==> config.mk <==
export PLATFORM = sky130hd
export DESIGN_NAME = food_placer
export DESIGN_NICKNAME = d
export VERILOG_FILES = /design/src/rtl/food_placer.sv
export SDC_FILE = /design/constraint.sdc
export NUM_CORES = 1
export LEC_CHECK = 0
export CORE_MARGIN = 1
export CORE_UTILIZATION = 42
export DETAILED_ROUTE_END_ITERATION = 8
export GPL_ROUTABILITY_DRIVEN = 0
export PLACE_DENSITY = 0.77
export REMOVE_ABC_BUFFERS = 1
export SYNTH_ARGS = -nofsm -noshare
export SYNTH_HDL_FRONTEND = slang
export SYNTH_SLANG_ARGS = --single-unit
==> constraint.sdc <==
create_clock -name clk_master -period 4.6 [get_ports clk_master]
set_clock_uncertainty 0.1 [all_clocks]
set_input_delay 0.69 -clock clk_master [delete_from_list [all_inputs] [get_ports clk_master]]
set_output_delay 0.69 -clock clk_master [all_outputs]
set_load 0.01 [all_outputs]
Fig. 1: wires at chosen ports, followed through buffers
Drawn at 3 px/um.
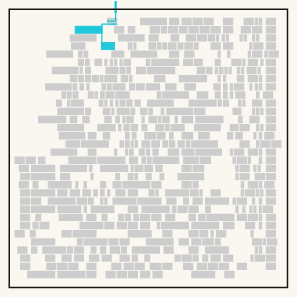
Key: cyan = clk_food [bits 1, direction input, edge top, end cells 3, buffers 1, wire 29.5 um]
input/output buffers: 147
# IOs: 148

Fig. 2: I/O pins on the die edge
Drawn at 4 px/um. Pins as bars across the die edge, other pins in grey.
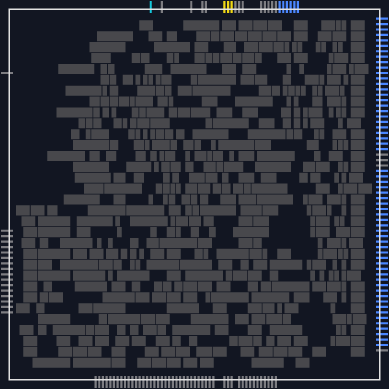
Key: cyan = clk_food [pins 1, direction input, edge top]; blue = food_map [pins 64, direction output, edge 58 right, 6 top]; yellow = head_y [pins 3, direction input, edge top]
All pins by edge: 62 right, 47 bottom, 22 top, 17 left.
Die H: 92.25 um
die width: 92.25 um

Fig. 3: cell placement
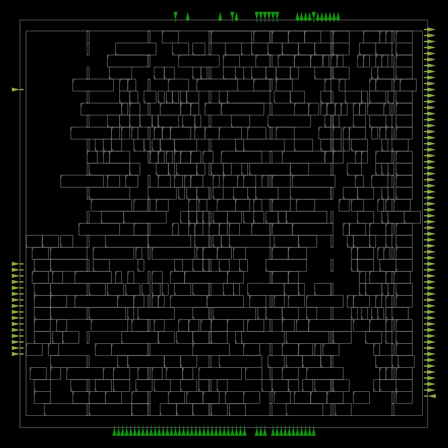
Core Region: 0.007807 sq mm
final core area utilization: 0.6386
Layout fillers: 698

Fig. 4: signal wires on met2
Drawn at 4 px/um.
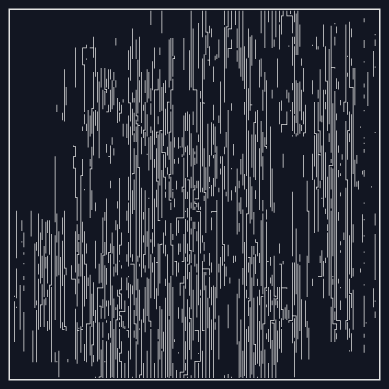
The layer carries 5,620 um of wire. 503 nets have wire on it.
met2 usage: 0.4845
overall routed net length: 10.66 mm
via total after detailed routing: 3,611

==> metrics.csv <==
metric,value,unit
die area,0.008510,sq mm
drt pass-1 iters,4,
ys cells,375,
DRC errors left,0,
Comb pwr share,0.573,
register area,788.3,sq um
H-tree lvl count,2,
ys flops,31,
Post-Synthesis Cells,375,
max_slew headroom,0.3367,
Synth-to-Final Area Change,45.76,%
max frequency,239.0,MHz
Root Driver,clkbuf_8,
Arrival @ worst endpoint,3.39,ns
largest net degree at the start of global routing,33,
Cell Type Count,54,
total power,1709,uW
vias per inst,5.910,
comb area leader,multiplexers,
CTS buffer count,5,
wire length on met2,5.618,mm
Syn. warnings,0,
Top pwr grp,combinational logic,
final setup violation count,0,
Max Cap Viol,0,
Highest Signal Layer,met4,
number of setup buffers added after CTS,0,
final hold violations,0,
CP most frequent cell,nor2_1,
Simple-Gate Area Share,0.2696,
async set-reset flop share out of synthesis,1.000,
"EDFF count, synth",0,
CTS sink cnt,31,
count of tool warnings,28,
first-pass GRT wire length,17.44,mm
syn avg cell area,9.122,sq um
startpoint types,register,
Crit Path Max Fanout,12,
Non-Filler Instances,611,
"Slowest-stage cell, CP",dfrtp_1,
M1 wire length,4.132,mm
Cell area leaders,"dfrtp_1 15%, mux4_2 13%, nor2_1 8.6%",
WHS Path Cells,0,
status,completed,
placed cells,603,
DR WL/cell,17.45,um
sequential power,526,uW
antenna diode count,0,
Leak,0.001737,uW
cts repair resizes,0,
RSZ-0062 raised after global routing,no,
TritonCTS clock tree,done,
Psw,745.7,uW
reg2reg path depth,7,
clk latency late pin,0.29,ns
CP cell instances,"buf_4, mux4_1, nor2_1, a311oi_1, o311ai_4, a21oi_1, o211ai_1, nor2_1, clkdlybuf4s50_1",
Worst VDD drop,0.0001869,V
Final Hold Slack,0.2513,ns
sequential share of power,0.308,
top-count cell post-synth,nor2_1,
Tightest Pin Transition,0.9950,ns
most frequent logic cell in the layout,clkdlybuf4s50_1,
"Chip Area, Yosys",0.003421,sq mm
GRT Util Overall,0.2575,
most numerous logic cells after layout,"147 x clkdlybuf4s50_1, 78 x nor2_1, 24 x nand4_1",
max FFs per register,8,
FP Core Util,0.4381,
initial antenna violation count,0,
Complex Gates by Area,0.09766,
"Adder Share, Synth",0.02195,
Commonest cells post-synth,"78 x nor2_1, 24 x nand4_1, 21 x dfrtp_1",
CP Capture Type,primary output,
share of cells above drive strength 1,0.1277,
Comb power,980,uW
period utilization,0.9094,
GR Util met1,0.2882,
"Hold-fix buffers, CTS",0,
Clock Power Share,0.119,
Setup Crit Path Kind,register to primary output,
Yosys top cell by area,dfrtp_1,
-- layout make-up --
cell class	instances	share of cell area
Timing Repair Buffer	151	0.3011
Clock buffer	6	0.01455
Sequential cell	31	0.1581
Tap cell	102	0.02560
Multi-Input combinational cell	309	0.4906
Inverter	10	0.007528
Clock inverter	2	0.002509
-- per-stage QoR --
stage | util | cell area [sq um] | setup slack (ns)
floorplan | - | 3272 | 1.407
global placement | 0.6277 | 4901 | 0.5683
detailed placement | 0.6277 | 4901 | 0.5378
CTS | 0.6386 | 4986 | 0.3630
global route | 0.6386 | 4986 | 0.1694
finish | 0.6386 | 4986 | 0.4166
-- worst max-delay path: cells and delay by family (launching register included) --
family	cells	cell delay, ns
buf+inv	2	0.75
compound gates	4	0.91
simple gates	2	0.16
flops	1	0.74
mux	1	0.55
Power and IR drop assume default switching activity.
